[config.mk]
export PLATFORM = sky130hd
export DESIGN_NAME = viterbi_acs_flat
export DESIGN_NICKNAME = d
export VERILOG_FILES = /design/src/rtl/viterbi_pkg.sv /design/src/rtl/viterbi_acs_if.sv /design/src/rtl/viterbi_acs_cell.sv /design/src/rtl/viterbi_acs.sv /design/src/flat_wrapper.sv
export SDC_FILE = /design/constraint.sdc
export NUM_CORES = 1
export LEC_CHECK = 0
export CAP_MARGIN = 15
export CORE_MARGIN = 8
export CORE_UTILIZATION = 50
export CTS_BUF_LIST = sky130_fd_sc_hd__clkbuf_4 sky130_fd_sc_hd__clkbuf_8 sky130_fd_sc_hd__clkbuf_16
export DETAILED_ROUTE_END_ITERATION = 6
export PLACE_DENSITY = 0.72
export SLEW_MARGIN = 10
export SYNTH_ARGS = -nofsm -noshare
export SYNTH_HDL_FRONTEND = slang
export SYNTH_SLANG_ARGS = --single-unit
[constraint.sdc]
create_clock -name clk -period 13.2 [get_ports clk]
set_input_delay 2.64 -clock clk [delete_from_list [all_inputs] [get_ports clk]]
set_output_delay 2.64 -clock clk [all_outputs]
set_load 0.01 [all_outputs]
[src/rtl/viterbi_pkg.sv]
// viterbi_pkg: shared trellis definitions for the rate-1/2, K=3 Viterbi chain.
// Used by the ACS stage, the encoder model and the traceback stage.
//   NUM_STATES : number of trellis states (4)
//   state_t    : trellis state {d0, d1}, bit1 = d0 (newest), bit0 = d1
//   exp_sym()  : code symbol {c1, c0} the encoder emits leaving state s with input b
//   hamming2() : Hamming distance between two 2-bit symbols (0..2)
package viterbi_pkg;

    localparam int unsigned NUM_STATES = 4;

    typedef logic [1:0] state_t;
    typedef logic [1:0] sym_t;
    typedef logic [1:0] bm_t;

    // c[0] = b ^ d0 ^ d1, c[1] = b ^ d1
    function automatic sym_t exp_sym(input state_t s, input logic b);
        exp_sym = {b ^ s[0], b ^ s[1] ^ s[0]};
    endfunction

    function automatic bm_t hamming2(input sym_t a, input sym_t b);
        sym_t x;
        x = a ^ b;
        hamming2 = {1'b0, x[0]} + {1'b0, x[1]};
    endfunction

endpackage

[src/rtl/viterbi_acs_if.sv]
// viterbi_acs_if: symbol-in / decision-out bundle of the ACS stage.
//   flush      : synchronous trellis restart
//   in_valid   : cin valid this cycle
//   cin        : received hard-decision symbol {c1, c0}
//   dec_valid  : one-cycle pulse per accepted symbol
//   dec        : survivor decision per next-state (bit n for state n)
//   best_state : index of the minimum new metric
//   best_pm    : minimum new metric
// Modports: master drives symbols and consumes decisions, slave is the ACS stage.
interface viterbi_acs_if #(
    parameter int unsigned PM_W = 6
);
    import viterbi_pkg::*;

    logic                  flush;
    logic                  in_valid;
    sym_t                  cin;
    logic                  dec_valid;
    logic [NUM_STATES-1:0] dec;
    state_t                best_state;
    logic [PM_W-1:0]       best_pm;

    modport master (
        output flush, in_valid, cin,
        input  dec_valid, dec, best_state, best_pm
    );

    modport slave (
        input  flush, in_valid, cin,
        output dec_valid, dec, best_state, best_pm
    );

endinterface

[src/rtl/viterbi_acs_cell.sv]
// acs_cell: add-compare-select for one next-state of the trellis.
//   pm0/bm0 : metric and branch metric via the predecessor with d1 = 0
//   pm1/bm1 : metric and branch metric via the predecessor with d1 = 1
//   pm_new  : selected metric, saturated at 2**PM_W-1
//   dec     : 1 when the d1 = 1 predecessor wins (ties go to d1 = 0)
module acs_cell
    import viterbi_pkg::*;
#(
    parameter int unsigned PM_W = 6
) (
    input  logic [PM_W-1:0] pm0,
    input  logic [PM_W-1:0] pm1,
    input  bm_t             bm0,
    input  bm_t             bm1,
    output logic [PM_W-1:0] pm_new,
    output logic            dec
);

    logic [PM_W:0] cand0;
    logic [PM_W:0] cand1;
    logic [PM_W:0] sel;

    // One extra bit holds any sum (max 2**PM_W+1), so the compare is exact
    // even when both candidates would clamp.
    always_comb begin
        cand0  = {1'b0, pm0} + {{(PM_W-1){1'b0}}, bm0};
        cand1  = {1'b0, pm1} + {{(PM_W-1){1'b0}}, bm1};
        dec    = (cand1 < cand0);
        sel    = dec ? cand1 : cand0;
        pm_new = sel[PM_W] ? '1 : sel[PM_W-1:0];
    end

endmodule

[src/rtl/viterbi_acs.sv]
// viterbi_acs: hard-decision branch metric + add-compare-select stage.
// Holds the four path metrics, runs one trellis step per accepted symbol and
// emits the survivor decisions plus the best state / metric for traceback.
//   clk   : rising-edge clock
//   reset : synchronous, active-high; highest priority
//   bus   : viterbi_acs_if slave (flush, in_valid, cin in; dec_valid, dec,
//           best_state, best_pm out, all registered)
// Parameters:
//   PM_W    : path-metric width (>= 4)
//   PM_INIT : restart metric of states 1..3 (state 0 restarts at 0)
// Build option VITERBI_PM_NORM_EN: subtract the minimum new metric from all
// four before storing, so best_pm reads 0 and metrics stay bounded.
module viterbi_acs
    import viterbi_pkg::*;
#(
    parameter int unsigned PM_W    = 6,
    parameter int unsigned PM_INIT = 4
) (
    input logic          clk,
    input logic          reset,
    viterbi_acs_if.slave bus
);

    localparam logic [PM_W-1:0] PM_RST = PM_W'(PM_INIT);

    logic [PM_W-1:0]       pm_q [NUM_STATES];
    logic [PM_W-1:0]       pm_new [NUM_STATES];
    logic [PM_W-1:0]       pm_nxt [NUM_STATES];
    logic [NUM_STATES-1:0] dec_new;

    logic [NUM_STATES-1:0] dec_q;
    state_t                best_state_q;
    logic [PM_W-1:0]       best_pm_q;
    logic                  dec_valid_q;

    // Next state n = {b, d0}; its predecessors are {n[0], 0} and {n[0], 1}.
    for (genvar n = 0; n < NUM_STATES; n++) begin : g_acs
        localparam state_t NS = state_t'(n);
        localparam state_t P0 = {NS[0], 1'b0};
        localparam state_t P1 = {NS[0], 1'b1};

        bm_t bm0;
        bm_t bm1;

        always_comb begin
            bm0 = hamming2(bus.cin, exp_sym(P0, NS[1]));
            bm1 = hamming2(bus.cin, exp_sym(P1, NS[1]));
        end

        acs_cell #(
            .PM_W (PM_W)
        ) u_acs (
            .pm0    (pm_q[P0]),
            .pm1    (pm_q[P1]),
            .bm0    (bm0),
            .bm1    (bm1),
            .pm_new (pm_new[n]),
            .dec    (dec_new[n])
        );
    end

    // Min tree; '<' keeps the lower index on equal metrics at every level.
    logic [PM_W-1:0] m01;
    logic [PM_W-1:0] m23;
    logic [PM_W-1:0] pm_min;
    state_t          i01;
    state_t          i23;
    state_t          min_idx;

    always_comb begin
        if (pm_new[1] < pm_new[0]) begin
            m01 = pm_new[1];
            i01 = 2'd1;
        end else begin
            m01 = pm_new[0];
            i01 = 2'd0;
        end
        if (pm_new[3] < pm_new[2]) begin
            m23 = pm_new[3];
            i23 = 2'd3;
        end else begin
            m23 = pm_new[2];
            i23 = 2'd2;
        end
        if (m23 < m01) begin
            pm_min  = m23;
            min_idx = i23;
        end else begin
            pm_min  = m01;
            min_idx = i01;
        end
    end

    logic [PM_W-1:0] norm_sub;
    logic [PM_W-1:0] best_pm_d;

    always_comb begin
`ifdef VITERBI_PM_NORM_EN
        norm_sub = pm_min;
`else
        norm_sub = '0;
`endif
        pm_nxt[0] = pm_new[0] - norm_sub;
        pm_nxt[1] = pm_new[1] - norm_sub;
        pm_nxt[2] = pm_new[2] - norm_sub;
        pm_nxt[3] = pm_new[3] - norm_sub;
        best_pm_d = pm_min - norm_sub;
    end

    // flush has the same effect as reset and drops a coincident symbol.
    always_ff @(posedge clk) begin
        if (reset || bus.flush) begin
            pm_q[0]      <= '0;
            pm_q[1]      <= PM_RST;
            pm_q[2]      <= PM_RST;
            pm_q[3]      <= PM_RST;
            dec_q        <= '0;
            best_state_q <= '0;
            best_pm_q    <= '0;
            dec_valid_q  <= 1'b0;
        end else if (bus.in_valid) begin
            pm_q[0]      <= pm_nxt[0];
            pm_q[1]      <= pm_nxt[1];
            pm_q[2]      <= pm_nxt[2];
            pm_q[3]      <= pm_nxt[3];
            dec_q        <= dec_new;
            best_state_q <= min_idx;
            best_pm_q    <= best_pm_d;
            dec_valid_q  <= 1'b1;
        end else begin
            dec_valid_q  <= 1'b0;
        end
    end

    assign bus.dec_valid  = dec_valid_q;
    assign bus.dec        = dec_q;
    assign bus.best_state = best_state_q;
    assign bus.best_pm    = best_pm_q;

endmodule

[src/flat_wrapper.sv]
// flat-port wrapper written by rule: the top's interface ports become plain ports
module viterbi_acs_flat import viterbi_pkg::*;
#(
    parameter int unsigned PM_W    = 6,
    parameter int unsigned PM_INIT = 4
)
  (clk, reset, bus_flush, bus_in_valid, bus_cin, bus_dec_valid, bus_dec, bus_best_state, bus_best_pm);
  viterbi_acs_if #(.PM_W(PM_W)) bus_i ();
  input logic clk;
  input logic reset;
  input wire logic [$bits(bus_i.flush)-1:0] bus_flush;
  input wire logic [$bits(bus_i.in_valid)-1:0] bus_in_valid;
  input wire logic [$bits(bus_i.cin)-1:0] bus_cin;
  output wire logic [$bits(bus_i.dec_valid)-1:0] bus_dec_valid;
  output wire logic [$bits(bus_i.dec)-1:0] bus_dec;
  output wire logic [$bits(bus_i.best_state)-1:0] bus_best_state;
  output wire logic [$bits(bus_i.best_pm)-1:0] bus_best_pm;
  assign bus_i.flush = bus_flush;
  assign bus_i.in_valid = bus_in_valid;
  assign bus_i.cin = bus_cin;
  assign bus_dec_valid = bus_i.dec_valid;
  assign bus_dec = bus_i.dec;
  assign bus_best_state = bus_i.best_state;
  assign bus_best_pm = bus_i.best_pm;
  viterbi_acs #(.PM_W(PM_W), .PM_INIT(PM_INIT)) u_core (.clk(clk), .reset(reset), .bus(bus_i));
endmodule
io_placement.png
Drawn at 4 px/um. Pins as bars across the die edge, other pins in gray.
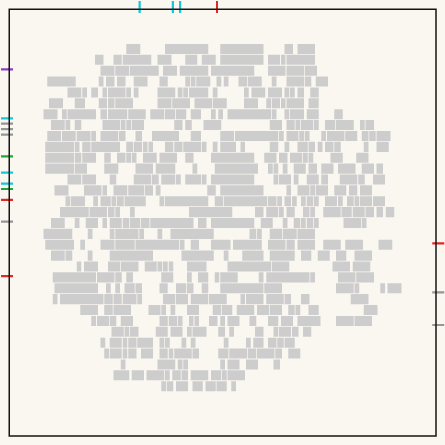
color	port	pins	direction	edge
red	bus_dec	4	output	2 left, 1 top, 1 right
green	bus_best_state	2	output	left
cyan	bus_best_pm	6	output	3 left, 3 top
purple	clk	1	input	left
all pins by edge	12 left, 4 top, 3 right
Die X: 106 um
IO buf count: 18
Die Y-Extent: 106 um

placement_by_type.png
Drawn at 2 px/um.
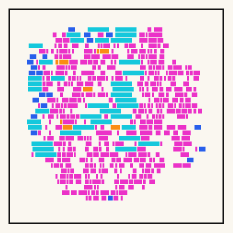
color	class	cells	share of their area
blue	other buffers and delay cells	20	4.6%
orange	clock drivers and dummy loads	8	1.9%
magenta	combinational and other logic	421	71%
cyan	flops	37	23%

==> run_results.csv <==
group,metric,value,unit
worst_setup_path,path_common_cell,"ha_1",
route,routed_via_density,5.71,
yosys,ys.flops,37,
layout,layout.cells.most_common,"ha_1",
yosys,topCellsByArea,"ha_1, edfxtp_1, dfxtp_1, xnor2_1, nor2_1",
timing,grt_setup_unrepaired,"no",
yosys,yosys_warnings,0,
route,drc,0,
worst_setup_path,critical_path_required,13.38,ns
worst_hold_path,whs_endpoint,"u_core.bus.best_pm[2]$_SDFFE_PP0P_",
clocking,clk_latency,0.29,ns
timing,slew_viol_final,0,
grt,grt_max_degree,25,
layout,final_cells,591,
floorplan,coreArea,8050,um2
worst_setup_path,start_kind,"input port",
layout,areaGrowthSynthToFinish,7.98,%
clocking,htree_num_levels,2,
worst_setup_path,max_stage_delay,0.56,ns
timing,post-route-min-period,9.53,ns
worst_setup_path,worstSetupPathType,"in2reg",
power,leakagePower,2.00,nW
route,drt-wirelength-per-cell,16.4,um
timing,whs,0.470,ns
clocking,cts_buffers,5,
layout,num-fill-cells,763,
clocking,cts_sinks,37,
layout,design_area,4400,um2
worst_setup_path,critPathArrivalTime,9.71,ns
place,dp_worst_setup_slack,3.36,ns
yosys,netlist_area,4080,um2
layout,diodes,0,
layout,final_cell_mix,"ha_1, nor2_1, nand2_1",
power,p_per_area,219,nW/um2
clocking,cts-hold-fix-buffers,0,
floorplan,chip_area,11300,um2
yosys,edf_count,24,
route,routed_wl,9670,um
yosys,ys_chip_area,4080,um2
grt,grt_pass1_vias,3342,
clocking,cts_setup_buffers,0,
place,placed_cell_area,4320,um2
place,placed_cells,583,
yosys,yosys-top-cells-count,"ha_1, nor2_1, nand2_1, inv_1",
grt,grt_pass1_wl,16300,um
worst_setup_path,worst_r2r_path_depth,29,
worst_setup_path,slowest_stage,"clkdlybuf4s50_1",
grt,overflow,0,
grt,antenna_found_initial,0,
yosys,ys_cells,473,
outcome,outcome,"completed",
power,peakVddDrop,0.188,mV
run,tool_warnings,35,
yosys,syn_area_per_cell,8.62,um2
clocking,cts-root-buf,"clkbuf_8",
timing,finalWorstSetupSlack,3.67,ns
yosys,synth.largest_area_cell,"ha_1",
worst_hold_path,hold_start,"u_core.bus.best_pm[2]$_SDFFE_PP0P_",
worst_hold_path,hold_path_depth,1,
place,gp_congestion,0.926,
worst_setup_path,r2r-end,"u_core.bus.best_pm[4]$_SDFFE_PP0P_",
yosys,ys_seq_share,24.1,%
timing,relSlewSlack,40.7,%
layout,nets,549,
timing,fmax,105,MHz
grt,grt_util_all_layers,17.6,%
timing,setup_violations,0,
yosys,async_flop_share,0,%
worst_setup_path,reg2reg_from,"u_core.pm_q[0][0]$_SDFFCE_PN0P_",
power,power,0.000962,W
clocking,path_clk_slew,0.07,ns
clocking,cts_tree,"built",
timing,clock_skew,0.00455,ns
worst_setup_path,rrSetupSlack,6.62,ns
floorplan,num_rows,33,
worst_setup_path,cp-endpoint,"u_core.bus.best_pm[4]$_SDFFE_PP0P_",
floorplan,fp-utilization,50.6,%
run,cap_viol_max_count,0,
[cells by family after synthesis]
| family | Yosys count | synth area share [%] |
|---|---|---|
| compound gates | 101 | 18.8 |
| buf+inv | 52 | 5.43 |
| flops | 37 | 24.1 |
| mux | 21 | 5.71 |
| xor+xnor | 41 | 8.81 |
| simple gates | 163 | 19.4 |
| fa+ha+maj | 58 | 17.8 |
[registers in the layout, summed over array words and instances (netlist names)]
name                   flops
u_core.bus.best_pm         6
u_core.bus.dec             4
u_core.bus.dec_valid       1
u_core.pm_q               24
u_core.bus.best_state      2
[worst max-delay path: cells and delay by family]
kind	cells	cell delay, ns
muxes	2	0.60
adders and majority gates	5	1.57
AOI/OAI and AO/OA	14	2.73
and+or+nand+nor	7	1.23
buffers and inverters	3	0.78
xor gates and xnor gates	1	0.14
[metal layers]
metal	wire [um]	global-route usage [%]	vias to the layer above
met2	4510	29.1	77
li1	-	-	1708
met4	97	4.02	0
met1	4580	23.2	1580
met5	0	0	-
met3	481	3.39	12
[power breakdown]
part	internal (W)	switching, W
combinational	0.000304	0.000428
sequential	0.000140	0.0000160
clock	0.0000355	0.0000384
[area by class of cell]
type	instances	area [um2]	area share, %
multi-input combinational	384	2870	65.3
sequential	37	981	22.3
inverter	37	139	3.16
clock inverter	3	12.5	0.284
clock buffer	5	68.8	1.56
tap	105	131	2.98
timing repair buffer	20	195	4.43
Power figures rest on the tool's default switching activity, not on a simulated workload.
